## config.mk

```make
export PLATFORM = sky130hd
export DESIGN_NAME = core_mem_arbiter
export DESIGN_NICKNAME = d
export VERILOG_FILES = /design/src/rtl/core_mem_arbiter.sv
export SDC_FILE = /design/constraint.sdc
export NUM_CORES = 1
export LEC_CHECK = 0
export ABC_AREA = 0
export CORE_AREA = 2 2 101 103
export CTS_BUF_LIST = sky130_fd_sc_hd__clkbuf_4 sky130_fd_sc_hd__clkbuf_8
export DETAILED_ROUTE_END_ITERATION = 8
export DIE_AREA = 0 0 103 105
export PLACE_DENSITY_LB_ADDON = 0.1
export REMOVE_ABC_BUFFERS = 1
export SYNTH_ARGS = -nofsm -noshare
export SYNTH_HDL_FRONTEND = slang
export SYNTH_SLANG_ARGS = --single-unit
```

## constraint.sdc

```tcl
create_clock -name clk -period 2.85 [get_ports clk]
set_input_delay 0.57 -clock clk [delete_from_list [all_inputs] [get_ports clk]]
set_output_delay 0.57 -clock clk [all_outputs]
set_load 0.05 [all_outputs]
```

## src/rtl/core_mem_arbiter.sv

```systemverilog
// rtl/core_mem_arbiter.sv - multi-port req/gnt/rvalid arbiter sharing one single-ported SRAM
// Grants one master per cycle, issues the SRAM access combinationally, responds one cycle later.
module core_mem_arbiter #(
    parameter int                    NUM_PORTS  = 2,
    parameter int                    DATA_WIDTH = 32,
    parameter int                    ADDR_WIDTH = 32,
    parameter logic [ADDR_WIDTH-1:0] MEM_BASE   = '0,
    parameter int                    MEM_WORDS  = 4096,
    parameter int                    ARB_MODE   = 0,
    localparam int                   BE_WIDTH   = DATA_WIDTH / 8,
    localparam int                   MEM_AW     = $clog2(MEM_WORDS)
) (
    input  logic                             clk,
    input  logic                             rst,
    input  logic [NUM_PORTS-1:0]             req_i,
    output logic [NUM_PORTS-1:0]             gnt_o,
    output logic [NUM_PORTS-1:0]             rvalid_o,
    output logic [NUM_PORTS-1:0]             err_o,
    input  logic [NUM_PORTS-1:0]             we_i,
    input  logic [NUM_PORTS*BE_WIDTH-1:0]    be_i,
    input  logic [NUM_PORTS*ADDR_WIDTH-1:0]  addr_i,
    input  logic [NUM_PORTS*DATA_WIDTH-1:0]  wdata_i,
    output logic [DATA_WIDTH-1:0]            rdata_o,
    output logic                             mem_en_o,
    output logic                             mem_we_o,
    output logic [BE_WIDTH-1:0]              mem_be_o,
    output logic [MEM_AW-1:0]                mem_addr_o,
    output logic [DATA_WIDTH-1:0]            mem_wdata_o,
    input  logic [DATA_WIDTH-1:0]            mem_rdata_i
);

    localparam int PTR_W   = (NUM_PORTS > 1) ? $clog2(NUM_PORTS) : 1;
    localparam int BYTE_SH = $clog2(BE_WIDTH);
    localparam logic [ADDR_WIDTH:0] WIN_BYTES =
        (ADDR_WIDTH+1)'(MEM_WORDS) * (ADDR_WIDTH+1)'(BE_WIDTH);

    logic [PTR_W-1:0]      r_ptr;
    logic                  r_resp_valid;
    logic [PTR_W-1:0]      r_resp_port;
    logic                  r_resp_err;
    logic                  r_resp_rd;

    logic                  w_found;
    logic                  w_any;
    logic [PTR_W-1:0]      w_idx;
    logic [PTR_W-1:0]      w_cand;
    logic [PTR_W-1:0]      w_ptr_nxt;
    logic [ADDR_WIDTH-1:0] w_addr;
    logic [ADDR_WIDTH-1:0] w_offset;
    logic                  w_in_win;
    logic                  w_we;
    logic [BE_WIDTH-1:0]   w_be;
    logic [DATA_WIDTH-1:0] w_wdata;

    // Search from the round-robin pointer (or from port 0 in fixed mode), wrapping modulo NUM_PORTS.
    always_comb begin
        w_found = 1'b0;
        w_idx   = '0;
        w_cand  = '0;
        for (int off = 0; off < NUM_PORTS; off++) begin
            if (ARB_MODE == 1) begin
                w_cand = PTR_W'(off);
            end else begin
                w_cand = PTR_W'((int'(r_ptr) + off) % NUM_PORTS);
            end
            if (!w_found && req_i[w_cand]) begin
                w_found = 1'b1;
                w_idx   = w_cand;
            end
        end
    end

    // Grants are suppressed combinationally while reset is held low.
    assign w_any = w_found & rst;

    always_comb begin
        gnt_o = '0;
        for (int i = 0; i < NUM_PORTS; i++) begin
            gnt_o[i] = w_any && (w_idx == PTR_W'(i));
        end
    end

    assign w_addr   = addr_i[w_idx*ADDR_WIDTH +: ADDR_WIDTH];
    assign w_we     = we_i[w_idx];
    assign w_be     = be_i[w_idx*BE_WIDTH +: BE_WIDTH];
    assign w_wdata  = wdata_i[w_idx*DATA_WIDTH +: DATA_WIDTH];

    // Offset is only meaningful when addr >= MEM_BASE; the extra bit keeps the upper compare overflow-free.
    assign w_offset = w_addr - MEM_BASE;
    assign w_in_win = (w_addr >= MEM_BASE) && ({1'b0, w_offset} < WIN_BYTES);

    assign mem_en_o    = w_any & w_in_win;
    assign mem_we_o    = mem_en_o & w_we;
    assign mem_be_o    = mem_en_o ? w_be : '0;
    assign mem_addr_o  = mem_en_o ? w_offset[BYTE_SH +: MEM_AW] : '0;
    assign mem_wdata_o = mem_en_o ? w_wdata : '0;

    assign w_ptr_nxt = (w_idx == PTR_W'(NUM_PORTS - 1)) ? '0 : w_idx + 1'b1;

    always_ff @(posedge clk or negedge rst) begin
        if (!rst) begin
            r_ptr        <= '0;
            r_resp_valid <= 1'b0;
            r_resp_port  <= '0;
            r_resp_err   <= 1'b0;
            r_resp_rd    <= 1'b0;
        end else begin
            r_resp_valid <= w_any;
            r_resp_port  <= w_idx;
            r_resp_err   <= w_any & ~w_in_win;
            r_resp_rd    <= w_any & w_in_win & ~w_we;
            if (w_any) begin
                r_ptr <= w_ptr_nxt;
            end
        end
    end

    always_comb begin
        rvalid_o = '0;
        err_o    = '0;
        for (int i = 0; i < NUM_PORTS; i++) begin
            rvalid_o[i] = r_resp_valid && (r_resp_port == PTR_W'(i));
            err_o[i]    = r_resp_valid && (r_resp_port == PTR_W'(i)) && r_resp_err;
        end
    end

    // Writes and error responses return zero data.
    assign rdata_o = r_resp_rd ? mem_rdata_i : '0;

endmodule

```

layers.png
The bar under the picture is 20 um long.
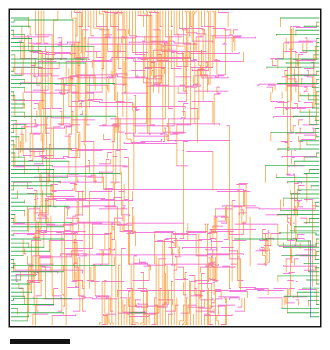
M3 -> green  # wire length 1220 um
M1 -> magenta  # wire length 3170 um
M4 -> blue  # wire length 25.2 um
M2 -> orange  # wire length 5170 um

class_map.png
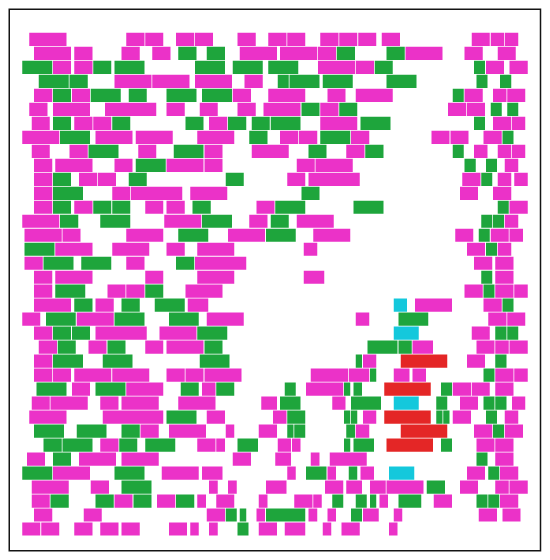
remaining logic cells -> green  # cells 165, share of their area 33%
registers -> red  # cells 5, share of their area 2.4%
remaining buffers and delay cells -> magenta  # cells 284, share of their area 64%
clock drivers and dummy loads -> cyan  # cells 4, share of their area 0.92%
design area: 5460 um2
core footprint: 9640 um2
Cell Rows: 36
utilization after layout: 56.7%

pinout.png
Pins as bars across the die edge, other pins in grey.
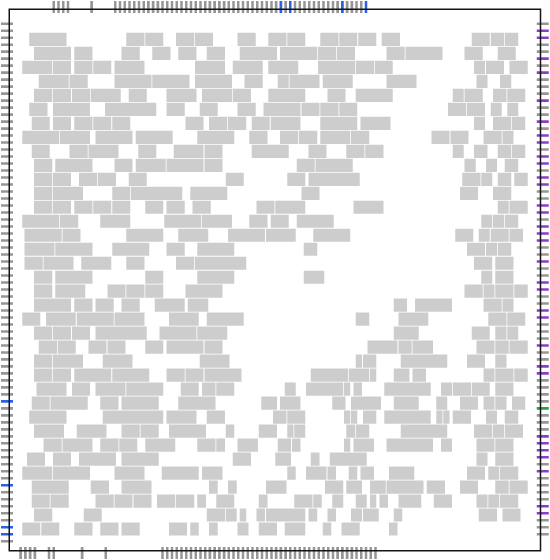
`rst` -> green  # pins 1, direction input, edge right
`be_i` -> blue  # pins 8, direction input, edge 4 left, 4 top
`rdata_o` -> purple  # pins 32, direction output, edge right

congestion_map.png
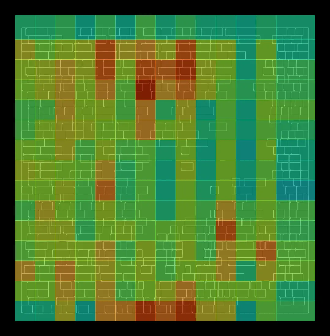
gr usage total: 16.6%
GRT met2 Usage: 32.6%
routed len/inst: 16.2 um

route_heat.png
The bar under the picture is 20 um long. 21 x 21 tiles, from dark blue (low) to red (high), scaled to the fullest tile. Values are wire area over tile area, all layers added.
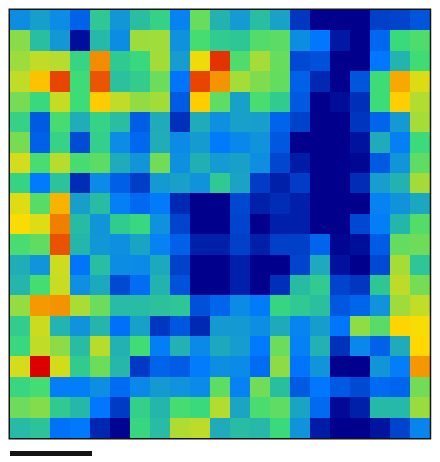
mean over tiles = 0.15
nearly empty tiles = 9.5%
tiles over half the peak = 25%
fullest tile = 0.42
emptiest ninth of the die = middle

## worst max-delay path, cell delays in order
cell       delay [ns]
buf_6            0.09
or4_4            0.53
or4_4            0.61
bufbuf_16        0.33
a21oi_4          0.17
buf_12           0.15
## cell type report
cell class,count,area share (%)
tap,133,3.05
inverter,4,0.275
multi-input combinational,161,31.6
timing repair buffer,284,61.9
sequential,5,2.29
clock buffer,4,0.893
## state kept, by name, summed over array words and instances (netlist names)
| signal | flops |
|---|---|
| r_resp_port | 1 |
| r_resp_rd | 1 |
| r_resp_valid | 1 |
| r_ptr | 1 |
| r_resp_err | 1 |
## routing by layer
metal / up-vias / wire length, um / track usage, %
li1: 1224 / - / -
met1: 1129 / 3170 / 16.2
met2: 151 / 5170 / 32.6
met3: 2 / 1220 / 6.56
met4: 0 / 25 / 2.26
met5: - / 0 / 0
==> results.py <==
# Synthesis and PnR figures
metrics = {
    "cells_and_area": {
        "antenna_cells": 0,
        "num-fill-cells": 865,
        "logic_area_um2": 1730,
        "ff_latch_area_um2": 125,
        "instances_no_fill": 591,
        "area_delta_synth_final_pct": 239,
        "lay_top_cells": "clkdlybuf4s50_1 (147), buf_12 (60), mux2i_1 (49), a21oi_4 (49), and2_1 (33)",
        "finish.net_count": 633,
        "drive_gt1_share_pct": 41.3,
        "layout_top_cell": "clkdlybuf4s50_1",
    },
    "setup_path": {
        "ff2ff_path_depth": 5,
        "cp_max_fo": 7,
        "r2r_slack_ns": 1.09,
        "crit_end": "mem_wdata_o[29]",
        "start_kind": "primary input",
        "worstSetupPathType": "primary input to primary output",
        "cp.required_ns": 2.28,
        "crit_path_start": "addr_i[46]",
        "r2r-end": "r_resp_rd$_DFF_PN0_",
        "cp-end-kind": "primary output",
        "crit_arrival_ns": 2.45,
        "r2r_start": "r_ptr$_DFFE_PN0P_",
    },
    "placed_design": {
        "dp_cells": 575,
        "preCtsSetupSlack_ns": -0.519,
        "gp_congestion": 0.711,
        "io_buffers": 257,
        "placed_cell_area_um2": 4840,
        "dp_hpwl_um": 7210,
    },
    "power_and_ir_drop": {
        "vdd_drop_max_mv": 0.0874,
        "internal-power_mw": 0.439,
        "p_clk_mw": 0.140,
        "netSwitchingPower_mw": 0.190,
        "pwr-share-comb_pct": 64.9,
        "p_sw_share_pct": 30.2,
        "power_leader": "combinational cells",
        "power_mw": 0.629,
        "combinationalPower_mw": 0.408,
        "p_seq_share_pct": 12.8,
        "p_clk_share_pct": 22.3,
        "powerSeq_mw": 0.0808,
        "powerDensity_nw_per_um2": 115,
        "p_leak_nw": 2.19,
    },
    "synthesis": {
        "top_area_share_pct": 30.4,
        "ys_top_logic_family": "multiplexers",
        "adder_share_pct": 0,
        "synth_warnings": 0,
        "common_cells": "a21oi_2 (49), mux2i_1 (49), and2_1 (33)",
        "yosysChipArea_um2": 1610,
        "topCellsByArea": "mux2i_1 (30%), a21oi_2 (27%), and2_1 (13%)",
        "avgSynthCellArea_um2": 8.44,
        "ys_async_sr_fraction_pct": 100,
        "numSynthFlops": 5,
        "synth-edff-count": 0,
        "ys_seq_share_pct": 7.76,
        "ys_types": 24,
        "top_area_cell": "mux2i_1",
        "synth_cells": 191,
        "mux_share_pct": 30.4,
        "synthesis.area_um2": 1610,
        "xor_area_share_pct": 0,
        "yosys.area_share.simple_pct": 22.0,
        "flop_cell": "dfrtp_1",
        "ys_cells": 191,
        "synth.cellmix.compoundShare_pct": 28.0,
    },
    "timing": {
        "slew_viol_final": 0,
        "finalSetupViolations": 50,
        "tns_ns": -7.05,
        "hold_violations": 0,
        "skew_ns": 0.00282,
        "rsz0062_at_grt": "true",
        "final_period_minus_worst_setup_slack_ns": 3.02,
        "clock.fmax_ghz": 0.331,
        "worst_pin_slew_ns": 0.578,
        "period_used_pct": 106,
        "fin_hold_ws_ns": 0.445,
        "relSlewSlack_pct": 61.5,
        "setup_slack_ns": -0.171,
    },
    "routing": {
        "drc": 0,
        "drtPass1Iterations": 4,
        "routed_wl_um": 9580,
        "antenna_left": 0,
        "vias_per_cell": 4.24,
        "vias": 2506,
        "drt-initial-drc-count": 47,
    },
    "global_route": {
        "grt.overflow.total": 0,
        "grt_pass1_wl_um": 13900,
        "antenna_found_initial": 0,
        "grt_start_max_net_pins": 52,
        "grt_pass1_vias": 2641,
    },
    "min_path": {
        "hp-class": "primary input to async pin",
    },
    "cts": {
        "post_cts_buffers": 5,
        "hold_buffers": 0,
        "h-tree-depth": 1,
        "cts_buffer_depth": 2,
        "cts_resized": 160,
        "root_buffer": "clkbuf_8",
        "clock_sinks": 5,
        "cts_tree": "yes",
        "clk-insertion-delay-late_ns": 0.22,
        "cts_buffers": 3,
        "clkTransAtPathRegs_ns": 0.04,
    },
    "floorplan": {
        "fp.dieH_um": 105,
        "fp.dieW_um": 103,
        "fp-utilization_pct": 16.7,
        "io_pins": 262,
        "die_area_um2": 10800,
    },
    "job": {
        "cap_viol_max_count": 0,
        "tool_warnings": 31,
    },
    "outcome": {
        "violations": "setup timing",
        "status": "finished, violations left",
    },
}
No activity file was given, so power comes from the tool's default toggle rates.
